class_map.png
(6 px per micron) Fill, decap, tap and diode cells in grey.
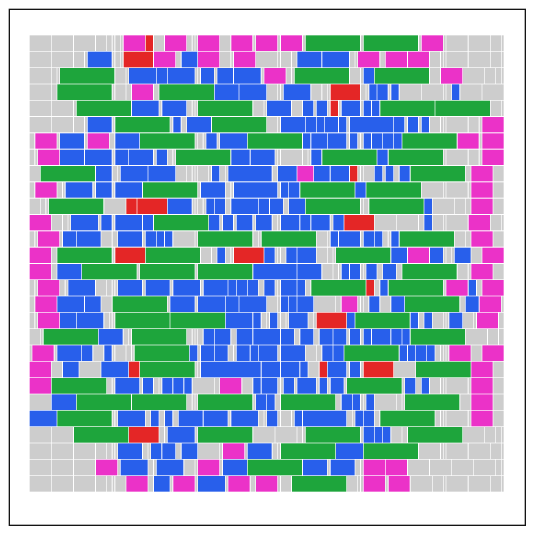
congestion_map.png
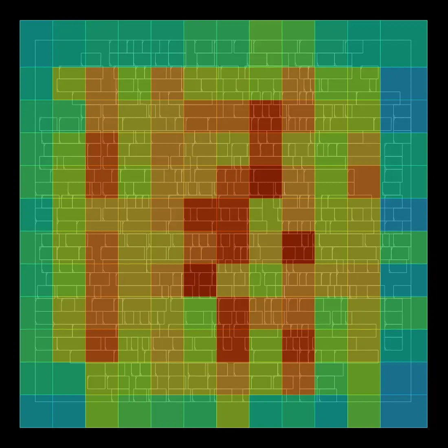
ff_map.png
(6 px per micron) Other sequential cells in the stronger grey, the rest of the logic in the fainter grey.
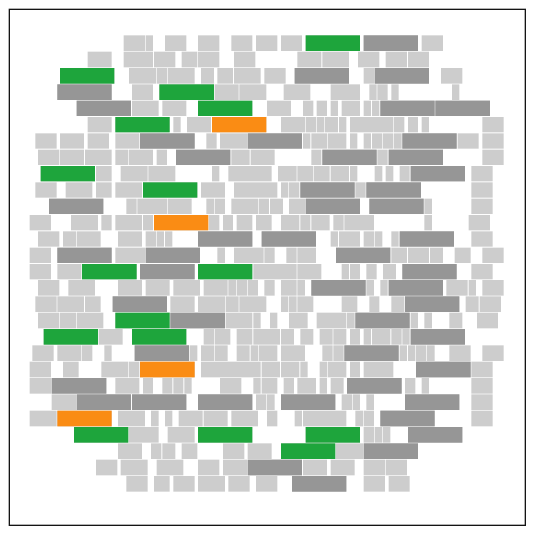
clock_wires.png
(6 px per micron)
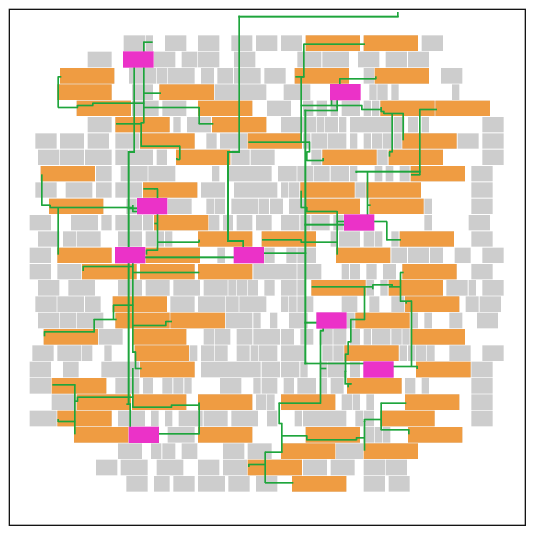
$ cat config.mk
export PLATFORM = sky130hd
export DESIGN_NAME = cla_adder_pipe
export DESIGN_NICKNAME = d
export VERILOG_FILES = /design/src/rtl/cla_pkg.sv /design/src/rtl/cla_group4.sv /design/src/rtl/cla_adder_pipe.sv
export SDC_FILE = /design/constraint.sdc
export NUM_CORES = 1
export LEC_CHECK = 0
export ABC_AREA = 0
export ABC_CLOCK_PERIOD_IN_PS = 5900
export CAP_MARGIN = 0
export CORE_MARGIN = 3
export CORE_UTILIZATION = 57
export DETAILED_ROUTE_END_ITERATION = 12
export PLACE_DENSITY = 0.86
export SLEW_MARGIN = 30
export SYNTH_ARGS = -nofsm -noshare
export SYNTH_HDL_FRONTEND = slang
export SYNTH_SLANG_ARGS = --single-unit
export TNS_END_PERCENT = 100
$ cat constraint.sdc
create_clock -name clk -period 5.9 [get_ports clk]
set_clock_uncertainty 0.15 [all_clocks]
set_input_delay 1.475 -clock clk [delete_from_list [all_inputs] [get_ports clk]]
set_output_delay 1.475 -clock clk [all_outputs]
set_load 0.02 [all_outputs]
$ cat src/rtl/cla_pkg.sv
// cla_pkg: shared lookahead types, group sizing and the 4-bit propagate/generate helper.
package cla_pkg;
    localparam int CLA_GRP_W = 4;

    typedef struct packed {
        logic p;
        logic g;
    } grp_pg_t;

    function automatic int grp_count(input int w);
        return w / CLA_GRP_W;
    endfunction

    // Group P is the AND of the bit propagates, G the lookahead generate across the group.
    function automatic grp_pg_t pg4(input logic [3:0] a, input logic [3:0] b);
        grp_pg_t r;
        logic [3:0] p;
        logic [3:0] g;
        p = a ^ b;
        g = a & b;
        r.p = &p;
        r.g = g[3] | (p[3] & g[2]) | (p[3] & p[2] & g[1]) | (p[3] & p[2] & p[1] & g[0]);
        return r;
    endfunction
endpackage

$ cat src/rtl/cla_group4.sv
// cla_group4: combinational 4-bit carry-lookahead group producing sum, group propagate and generate.
module cla_group4 (
    input  logic [3:0] a,
    input  logic [3:0] b,
    input  logic       cin,
    output logic [3:0] sum,
    output logic       p,
    output logic       g
);
    logic [3:0] pb;
    logic [3:0] gb;
    logic [3:0] c;

    assign pb   = a ^ b;
    assign gb   = a & b;
    assign c[0] = cin;
    assign c[1] = gb[0] | (pb[0] & cin);
    assign c[2] = gb[1] | (pb[1] & gb[0]) | (pb[1] & pb[0] & cin);
    assign c[3] = gb[2] | (pb[2] & gb[1]) | (pb[2] & pb[1] & gb[0]) | (pb[2] & pb[1] & pb[0] & cin);
    assign sum  = pb ^ c;
    assign p    = &pb;
    assign g    = gb[3] | (pb[3] & gb[2]) | (pb[3] & pb[2] & gb[1]) | (pb[3] & pb[2] & pb[1] & gb[0]);
endmodule

$ cat src/rtl/cla_adder_pipe.sv
// cla_adder_pipe: two-stage pipelined carry-lookahead adder with valid/ready handshakes.
// Define CLA_SUB_EN to add the sub port (b inverted, carry-in forced to 1).
module cla_adder_pipe
    import cla_pkg::*;
#(
    parameter int WIDTH = 16
) (
    input  logic                        clk,
    input  logic                        rst,
    input  logic                        in_valid,
    output logic                        in_ready,
    input  logic [WIDTH-1:0]            a,
    input  logic [WIDTH-1:0]            b,
    input  logic                        cin,
`ifdef CLA_SUB_EN
    input  logic                        sub,
`endif
    output logic                        out_valid,
    input  logic                        out_ready,
    output logic [WIDTH-1:0]            sum,
    output logic                        cout,
    output logic                        ovf,
    output logic [grp_count(WIDTH)-1:0] grp_p,
    output logic [grp_count(WIDTH)-1:0] grp_g
);
    localparam int GROUPS = grp_count(WIDTH);

    logic [WIDTH-1:0]  b_eff;
    logic              c0;
    logic [GROUPS-1:0] p_n;
    logic [GROUPS-1:0] g_n;

    logic              s1_v;
    logic [WIDTH-1:0]  s1_a;
    logic [WIDTH-1:0]  s1_b;
    logic              s1_c0;
    logic [GROUPS-1:0] s1_p;
    logic [GROUPS-1:0] s1_g;

    logic [GROUPS:0]   c;
    logic [WIDTH-1:0]  sum_n;
    logic [GROUPS-1:0] gp_n;
    logic [GROUPS-1:0] gg_n;
    logic              s1_adv;
    logic              s2_adv;

`ifdef CLA_SUB_EN
    assign b_eff = sub ? ~b : b;
    assign c0    = sub | cin;
`else
    assign b_eff = b;
    assign c0    = cin;
`endif

    assign s2_adv   = !out_valid || out_ready;
    assign s1_adv   = !s1_v || s2_adv;
    assign in_ready = s1_adv;
    assign c[0]     = s1_c0;

    for (genvar k = 0; k < GROUPS; k++) begin : g_grp
        assign {p_n[k], g_n[k]} = pg4(a[CLA_GRP_W*k +: CLA_GRP_W], b_eff[CLA_GRP_W*k +: CLA_GRP_W]);
        assign c[k+1] = s1_g[k] | (s1_p[k] & c[k]);
        cla_group4 u_grp (
            .a   (s1_a[CLA_GRP_W*k +: CLA_GRP_W]),
            .b   (s1_b[CLA_GRP_W*k +: CLA_GRP_W]),
            .cin (c[k]),
            .sum (sum_n[CLA_GRP_W*k +: CLA_GRP_W]),
            .p   (gp_n[k]),
            .g   (gg_n[k])
        );
    end

    always_ff @(posedge clk or posedge rst) begin
        if (rst) begin
            s1_v      <= 1'b0;
            s1_a      <= '0;
            s1_b      <= '0;
            s1_c0     <= 1'b0;
            s1_p      <= '0;
            s1_g      <= '0;
            out_valid <= 1'b0;
            sum       <= '0;
            cout      <= 1'b0;
            ovf       <= 1'b0;
            grp_p     <= '0;
            grp_g     <= '0;
        end else begin
            if (s1_adv) begin
                s1_v <= in_valid;
                if (in_valid) begin
                    s1_a  <= a;
                    s1_b  <= b_eff;
                    s1_c0 <= c0;
                    s1_p  <= p_n;
                    s1_g  <= g_n;
                end
            end
            if (s2_adv) begin
                out_valid <= s1_v;
                if (s1_v) begin
                    sum   <= sum_n;
                    cout  <= c[GROUPS];
                    // carry into the MSB recovered from the MSB sum bit
                    ovf   <= s1_a[WIDTH-1] ^ s1_b[WIDTH-1] ^ sum_n[WIDTH-1] ^ c[GROUPS];
                    grp_p <= gp_n;
                    grp_g <= gg_n;
                end
            end
        end
    end
endmodule

==> run summary <==
FP Util = 60.2%
fmax = 0.229 GHz
Hold Violations, Final = 0
Clock transition at path regs = 0.06 ns
CP startpoint = out_ready
Synth Cell Area = 3630 sq um
diode count = 0
R2R Path End = ovf
clk buf depth = 2
Top cells excl fill/tap = 69 x dfrtp_1, 64 x clkdlybuf4s50_1, 35 x nand2_1, 33 x mux2_2, 32 x ha_1
post-CTS sizing = 0
CP Depth = 3
Residual DRC = 0
Core Area = 6030 sq um
CTS tree = built
met2 routed WL = 3.57 mm
period utilization = 74.0%
yosys stat area = 3630 sq um
max incr delay on CP = 0.61 ns
# fillers = 418
antenna violation net count after detailed routing = 0
NetSw = 555 uW
Final #Nets = 464
Yosys reg bits = 69
worst hold path type = reg -> reg
1st-pass router iterations = 6
number of global-route vias before repair = 2795
CP endpoint = in_ready
critical path's top delay family = buffers and inverters
combinational power = 606 uW
# Cells Yosys = 324
first-pass GRT wire length = 13.2 mm
most used cell, CP = clkdlybuf4s50_1
Cell area leaders = dfrtp_1 48%, ha_1 11%, mux2_2 10%, o21ai_0 4.1%, nand2_1 3.7%
outcome = finished clean
DRT Wirelength = 7.72 mm
Back to the opening pictures, class_map.png:
legend:
  blue:
    class: remaining logic cells
    cells: 245
    share_of_their_area: 42%
  red:
    class: clock drivers and dummy loads
    cells: 16
    share_of_their_area: 3.5%
  green:
    class: sequential cells
    cells: 69
    share_of_their_area: 39%
  magenta:
    class: remaining buffers and delay cells
    cells: 66
    share_of_their_area: 15%
fraction of area in registers: 38.5%
post-route cell area: 4480 sq um

Back to the opening pictures, congestion_map.png:
routed len/inst: 16.4 microns
GR Util met2: 35.6%

Back to the opening pictures, ff_map.png:
legend:
  orange:
    name_in_the_netlist: s1_p
    flops: 4
  green:
    name_in_the_netlist: s1_b
    flops: 16
not coloured: 49
Sequential Area: 1730 sq um
P_seq: 651 uW
Util after Layout: 74.4%

Back to the opening pictures, clock_wires.png:
legend:
  orange:
    item: flip-flops
    count: 69
  green:
    item: clock wires
    length: 813 microns
  magenta:
    item: clock-net drivers
    count: 9
flops lie: all over the die
clock share of power: 20.1%
Clock group: 316 uW
Worst-Skew Late Latency: 0.34 ns

## worst register-to-register path, stage by stage (launching register included)
cell and delay, ns:
dfrtp_1 0.38, ha_1 0.36, a21oi_1 0.31, o221ai_1 0.21, or3_1 0.37, a31oi_1 0.16
## per-layer routing
layer	GRT usage (%)	up-vias
met3	4.42	15
met5	0	-
met1	31.5	1359
met2	35.6	110
met4	10.9	0
li1	-	1306
## area by class of cell
| type | count | share of cell area [%] |
|---|---|---|
| Multi-Input combinational cell | 229 | 40.0 |
| Sequential cell | 69 | 38.5 |
| Timing Repair Buffer | 66 | 14.6 |
| Clock buffer | 14 | 3.18 |
| Tap cell | 75 | 2.09 |
| Inverter | 16 | 1.34 |
| Clock inverter | 2 | 0.223 |
## per-stage QoR
step	setup slack (ns)	instance area, sq um
after CTS	1.53	4480
after detailed placement	1.54	4330
final	1.54	4480
after floorplan	2.52	3630
after global routing	1.48	4480
after global placement	1.57	4330
## logic make-up after synthesis
logic type / share of synthesized area, %
xor+xnor: 1.21
fa+ha+maj: 13.3
simple gates: 9.18
compound gates: 15.5
mux: 10.2
buf+inv: 2.97
flops: 47.6
## cells in the mapped netlist, types with 2 or more instances
library cell / n
xor2_1: 2
dfrtp_1: 69
and3_1: 2
a21o_1: 10
o21ai_0: 30
clkbuf_1: 2
mux2_2: 33
nand2_1: 36
nand2b_1: 3
a31oi_1: 2
o31a_1: 3
o221ai_1: 2
a21oi_1: 15
xnor2_1: 3
fa_1: 4
inv_1: 16
buf_2: 8
a211oi_1: 2
nand4_1: 7
o21ai_1: 2
ha_1: 32
nand3_1: 5
o21bai_1: 3
o2111ai_1: 3
or4_1: 2
and2_1: 2
nor3_1: 2
nor2_1: 9
Power and IR drop assume default switching activity.
